**src/rtl/bcd_pkg.sv**
```systemverilog
// Shared constants for the binary-to-BCD converter arbiter: operand/result
// widths, watchdog default and controller state encoding.
package bcd_pkg;

  localparam int BIN_W       = 12;
  localparam int BCD_W       = 16;
  localparam int BCD_TIMEOUT = 80;

  localparam logic [2:0] ST_IDLE      = 3'd0;
  localparam logic [2:0] ST_START     = 3'd1;
  localparam logic [2:0] ST_WAIT_LOW  = 3'd2;
  localparam logic [2:0] ST_WAIT_DONE = 3'd3;
  localparam logic [2:0] ST_RESP      = 3'd4;

endpackage

```
**src/rtl/bcd_conv_arbiter_rr_pick.sv**
```systemverilog
// Combinational round-robin selector: picks the first active request at or
// above ptr, wrapping modulo N.
module rr_pick #(
  parameter int N  = 4,
  parameter int IW = $clog2(N)
) (
  input  logic [N-1:0]  req,
  input  logic [IW-1:0] ptr,
  output logic [N-1:0]  gnt,
  output logic [IW-1:0] idx,
  output logic          any_req
);

  // pos[gi] is the requester visited gi steps after ptr
  logic [IW:0]   sum [N];
  logic [IW-1:0] pos [N];

  for (genvar gi = 0; gi < N; gi++) begin : g_pos
    assign sum[gi] = {1'b0, ptr} + (IW+1)'(gi);
    assign pos[gi] = (sum[gi] >= (IW+1)'(N)) ? IW'(sum[gi] - (IW+1)'(N))
                                             : sum[gi][IW-1:0];
  end

  always_comb begin
    gnt     = '0;
    idx     = '0;
    any_req = |req;
    // Walk downward so the nearest match after ptr overwrites farther ones.
    for (int k = N - 1; k >= 0; k--) begin
      if (req[pos[k]]) begin
        gnt         = '0;
        gnt[pos[k]] = 1'b1;
        idx         = pos[k];
      end
    end
  end

endmodule

```
**src/rtl/bcd_conv_arbiter.sv**
```systemverilog
// Shares one external binary-to-BCD converter between NUM_REQ requesters with
// round-robin grants, a start pulse, a per-requester result handshake and a watchdog.
module bcd_conv_arbiter #(
  parameter int NUM_REQ = 4,
  parameter int BIN_W   = bcd_pkg::BIN_W,
  parameter int BCD_W   = bcd_pkg::BCD_W,
  parameter int TIMEOUT = bcd_pkg::BCD_TIMEOUT
) (
  input  logic                     clk,
  input  logic                     rst,
  input  logic [NUM_REQ-1:0]       req_valid,
  input  logic [NUM_REQ*BIN_W-1:0] req_data,
  output logic [NUM_REQ-1:0]       req_ready,
  output logic [NUM_REQ-1:0]       resp_valid,
  input  logic [NUM_REQ-1:0]       resp_ready,
  output logic [BCD_W-1:0]         resp_data,
  output logic                     resp_err,
  output logic                     conv_en,
  output logic [BIN_W-1:0]         conv_bin,
  input  logic [BCD_W-1:0]         conv_bcd,
  input  logic                     conv_rdy,
  output logic                     busy
);
  import bcd_pkg::*;

  localparam int IW = $clog2(NUM_REQ);
  localparam int TW = $clog2(TIMEOUT + 1);

  logic [2:0]         state_reg, state_next;
  logic [IW-1:0]      rr_ptr_reg, gnt_reg;
  logic [TW-1:0]      timer_reg;
  logic [BIN_W-1:0]   conv_bin_reg;
  logic [BCD_W-1:0]   resp_data_reg;
  logic               resp_err_reg;

  logic [NUM_REQ-1:0] pick_onehot;
  logic [IW-1:0]      pick_idx;
  logic               pick_any;
  logic               timed_out;
  logic               conv_done;

  rr_pick #(.N(NUM_REQ), .IW(IW)) u_rr_pick (
    .req     (req_valid),
    .ptr     (rr_ptr_reg),
    .gnt     (pick_onehot),
    .idx     (pick_idx),
    .any_req (pick_any)
  );

  assign timed_out = (timer_reg == TW'(TIMEOUT - 1));
  assign conv_done = (state_reg == ST_WAIT_DONE) && conv_rdy;

  always_comb begin
    state_next = state_reg;
    case (state_reg)
      ST_IDLE:      if (pick_any) state_next = ST_START;
      ST_START:     state_next = ST_WAIT_LOW;
      ST_WAIT_LOW: begin
        if (timed_out)     state_next = ST_RESP;
        else if (!conv_rdy) state_next = ST_WAIT_DONE;
      end
      ST_WAIT_DONE: if (conv_rdy || timed_out) state_next = ST_RESP;
      ST_RESP:      if (resp_ready[gnt_reg]) state_next = ST_IDLE;
      default:      state_next = ST_IDLE;
    endcase
  end

  always_ff @(posedge clk or posedge rst) begin
    if (rst) begin
      state_reg     <= ST_IDLE;
      rr_ptr_reg    <= '0;
      gnt_reg       <= '0;
      timer_reg     <= '0;
      conv_bin_reg  <= '0;
      resp_data_reg <= '0;
      resp_err_reg  <= 1'b0;
    end else begin
      state_reg <= state_next;
      case (state_reg)
        ST_IDLE: begin
          if (pick_any) begin
            gnt_reg      <= pick_idx;
            conv_bin_reg <= req_data[pick_idx*BIN_W +: BIN_W];
          end
        end
        ST_START: timer_reg <= '0;
        ST_WAIT_LOW, ST_WAIT_DONE: begin
          timer_reg <= timer_reg + 1'b1;
          // A genuine completion wins over a watchdog expiry in the same cycle.
          if (state_next == ST_RESP) begin
            resp_data_reg <= conv_done ? conv_bcd : '0;
            resp_err_reg  <= !conv_done;
          end
        end
        ST_RESP: begin
          if (resp_ready[gnt_reg])
            rr_ptr_reg <= (gnt_reg == IW'(NUM_REQ - 1)) ? '0 : gnt_reg + 1'b1;
        end
        default: ;
      endcase
    end
  end

  for (genvar gi = 0; gi < NUM_REQ; gi++) begin : g_resp
    assign resp_valid[gi] = (state_reg == ST_RESP) && (gnt_reg == IW'(gi));
  end

  // Gated by rst so nothing is offered while the block is held in reset.
  assign req_ready = ((state_reg == ST_IDLE) && !rst) ? pick_onehot : '0;
  assign conv_en   = (state_reg == ST_START);
  assign conv_bin  = conv_bin_reg;
  assign resp_data = resp_data_reg;
  assign resp_err  = resp_err_reg;
  assign busy      = (state_reg != ST_IDLE);

endmodule

```
**config.mk**
```make
export PLATFORM = sky130hd
export DESIGN_NAME = bcd_conv_arbiter
export DESIGN_NICKNAME = d
export VERILOG_FILES = /design/src/rtl/bcd_pkg.sv /design/src/rtl/bcd_conv_arbiter_rr_pick.sv /design/src/rtl/bcd_conv_arbiter.sv
export SDC_FILE = /design/constraint.sdc
export NUM_CORES = 1
export LEC_CHECK = 0
export ABC_CLOCK_PERIOD_IN_PS = 8800
export CAP_MARGIN = 20
export CORE_UTILIZATION = 48
export CTS_BUF_LIST = sky130_fd_sc_hd__clkbuf_2 sky130_fd_sc_hd__clkbuf_4 sky130_fd_sc_hd__clkbuf_8
export CTS_CLUSTER_DIAMETER = 120
export DETAILED_ROUTE_END_ITERATION = 10
export GPL_ROUTABILITY_DRIVEN = 0
export PLACE_DENSITY_LB_ADDON = 0.12
export SLEW_MARGIN = 20
export SYNTH_ARGS = -nofsm -noshare
export SYNTH_HDL_FRONTEND = slang
export SYNTH_SLANG_ARGS = --single-unit
```
**constraint.sdc**
```tcl
create_clock -name clk -period 8.8 [get_ports clk]
set_input_delay 2.2 -clock clk [delete_from_list [all_inputs] [get_ports clk]]
set_output_delay 2.2 -clock clk [all_outputs]
set_load 0.01 [all_outputs]
```
Figure 1. Metal layers overlaid (run 1).
Only two layers are drawn.
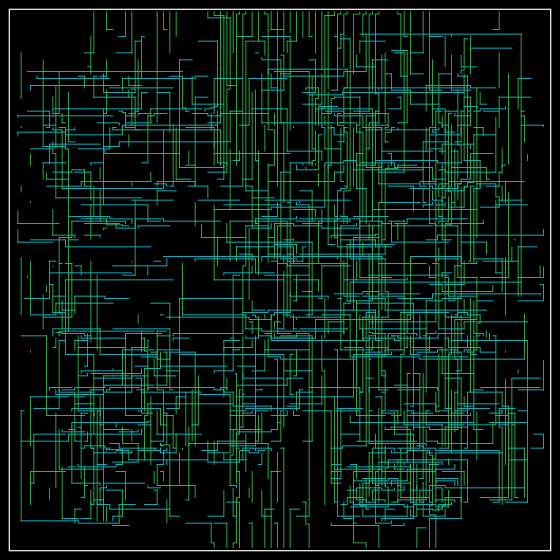
[green] metal 2 | wire length: 3,930 microns
[cyan] metal 1 | wire length: 3,280 microns

Figure 2. Register map, names as in the netlist (run 1).
The bar under the picture is 20 microns long.
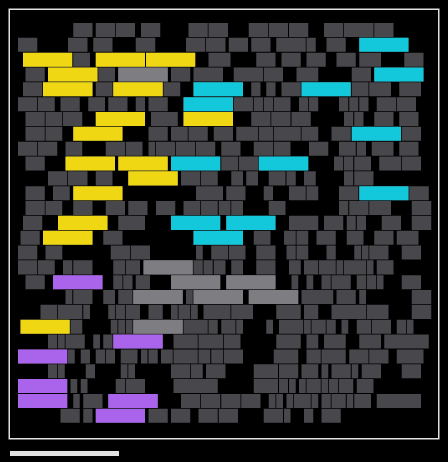
[yellow] resp_data | placed flops: 16
[cyan] conv_bin | placed flops: 12
[purple] timer_reg | placed flops: 7 | where: south-west
not coloured: 8

==> run notes, run 1 <==
Notes on the physical implementation.

- The run finished with clean final reports.
- The highest clock frequency the design can meet is 0.141 GHz, for reference.
- The kind of cell with the highest combined delay along the critical path is buffers and inverters.
- The wire-length estimate of the detail-placed layout is 5760 microns.
- Synthesis handed over a netlist of around 280 instances.
- The number of DRC violations after detailed routing is 0, for reference.
- For this run, global-route usage on met1 was measured as between 30 and 40%.
- Net switching is 42.3% of the power.
- The area share of the largest cell type after synthesis is about two fifths, for reference.
- Setup repair after global routing left no endpoint under its margin.
- For this design the top-level I/O count stands at 114.
- Per report_power, the Combinational row totals around 0.0008 W.
- The synthesized netlist devotes 5.35% of its cell area to adder and majority cells.
- The cell with the most instances after synthesis is dfrtp_1, for reference.
- The number of global-route vias before repair is 2,666, for reference.
- The report lists the power per cell area as 322 mW/mm^2.
- The count of input and output buffers is 113, for reference.
- TritonCTS created 5 clock buffers.
- The first global-routing pass estimated 12,800 microns of wire.
- The critical path endpoint has a required time of 6.60 ns.
- The largest net degree at the start of global routing is 44, for reference.
- The proportion of power drawn by flip-flops and latches is 29.1%, for reference.
- The final count of pins violating max slew is 0, for reference.
- The count of final hold-check violations is 0, for reference.
- The worst register-to-register path begins at rr_ptr_reg[0]$_DFFE_PP0P_.
- Leaving out filler cells and counting taps, the final layout contains 458.
- Per the layout report, the design carries around 110 non-clock buffers.
Figure 3. Selected gate families (run 1).
The bar under the picture is 20 microns long.
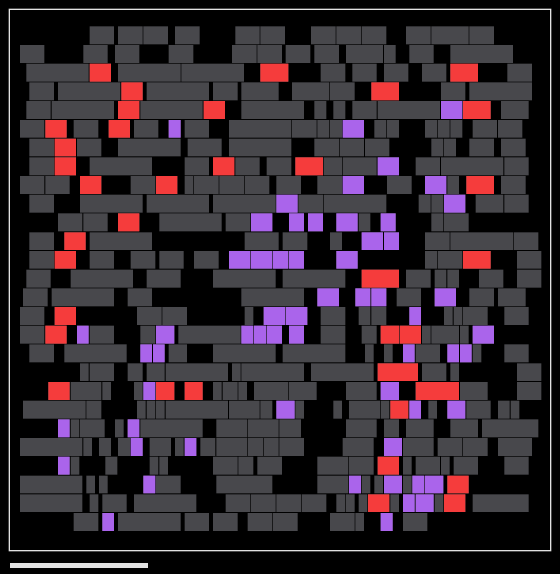
[red] AND-OR and OR-AND gates | cells: 36 | where: widely spread
[purple] inverting AOI/OAI gates | cells: 59

## Run 2: what changed since run 1
ABC_CLOCK_PERIOD_IN_PS = 6900   (was 8800)
CORE_UTILIZATION = 45   (was 48)
clock period = 6.9 ns   (was 8.8 ns; I/O delays follow)
==> run 2 against run 1 <==
  * Clock skew grew 0.0033 ns
  * Largest power group unchanged
  * Register-to-register slack worse by 1.4 ns
  * Sequential share of layout area down 0.11 points
  * Synthesized cell count is the same
  * Synthesized area is the same
  * First-iteration DRC count up 14%
  * Final cell count grew 0.87%
  * Global-route usage is 3.4 points lower
==> run notes, run 2 <==
Notes on the physical implementation.

- The slowest stage of the critical path belongs to the cell mux4_2.
- The switching fraction of total power is around two fifths, for reference.
- Per the timing report, the achievable frequency comes out to approximately 0.17 GHz.
- The total power divided by cell area is between 400 and 500 mW/mm^2, for reference.
- The count of buffers not belonging to the clock network in the layout is 115, for reference.
- The floorplan report gives the top-level pin count as 114.
- Along the critical path, the tally of buffer and inverter instances is 2.
- Setup repair after global routing left no endpoint under its margin.
- The wire-length estimate of the detail-placed layout is around 5700 microns.
- The hold buffer count at cts is 0, for reference.
- Buffers placed on the I/O ports in this run total 113.
- The final count of pins violating max slew is 0, for reference.
- The internal portion of the total power is 0.000978 W.
- The area share of the largest cell type after synthesis is 38.3%, for reference.
- Compared with the post-synthesis result, the final layout area differs by 44.8%.
- The cell with the most instances after synthesis is dfrtp_1, for reference.
- The script parses the final routing iteration and logs DRC violations as 0.
- Combinational power for this build is between 0.001 and 0.0015 W.
- Of all flip-flops after synthesis, the portion carrying an async set or reset was 100%.
- In the synthesized netlist, the cells that appear most often are dfrtp_1, nand3_1, nand2_1.
- The gate family responsible for the most delay along the worst path is buffers and inverters, for reference.
- The footprint of the multi-input gates is 0.00162 sq mm, for reference.
- Detailed placement reports a standard cell area of 0.00397 sq mm.
- The sequential cells in the finished layout cover a total of 0.00108 sq mm.
- The flow ran to the end, and the final reports show no timing, DRC or antenna violations.
- The number of DRC markers after the initial detailed-route iteration is 146, for reference.
- The layout report gives the register share of total cell area as 26.5%.
- The count of final hold-check violations is 0, for reference.
- The number of global-route vias before repair was around 2,500.
- The fraction of cell area in non-clock buffers is between 20 and 30%, for reference.
- dfrtp_1 takes more of the synthesized area than any other cell.
- The number of cells upsized or downsized after cts is 0, for reference.
- The first global-routing pass estimated 11,700 microns of wire.
- The combinational share of cell area is approximately two fifths, for reference.
- Sequential cells burn slightly below 30% of the power.
- The largest net degree at the start of global routing is 44, for reference.
- The global-route track usage on met1 is 29.7%, for reference.
- The launching point of the worst reg2reg path is rr_ptr_reg[0]$_DFFE_PP0P_, for reference.
- TritonCTS built the clock tree.
- The data required time of the critical path is 5.18 ns, for reference.
- The count of non-filler cells in the finished layout is roughly 460, for reference.
- Of the total synthesized cell area, the portion taken by full adders, half adders and majority gates is under 10%.
- In the global route stage, overall resource usage came out at 23.4%.
Figure 4. Clock wiring as the flow saved it (run 2).
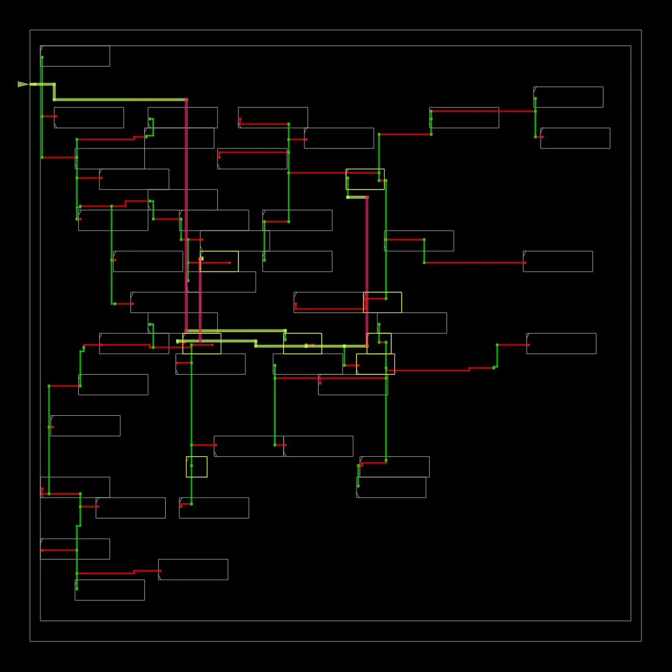
number of sequential cells in the layout: 43
TritonCTS Buffers: 5
TritonCTS sink count: 43

Power figures rest on the tool's default switching activity, not on a simulated workload.
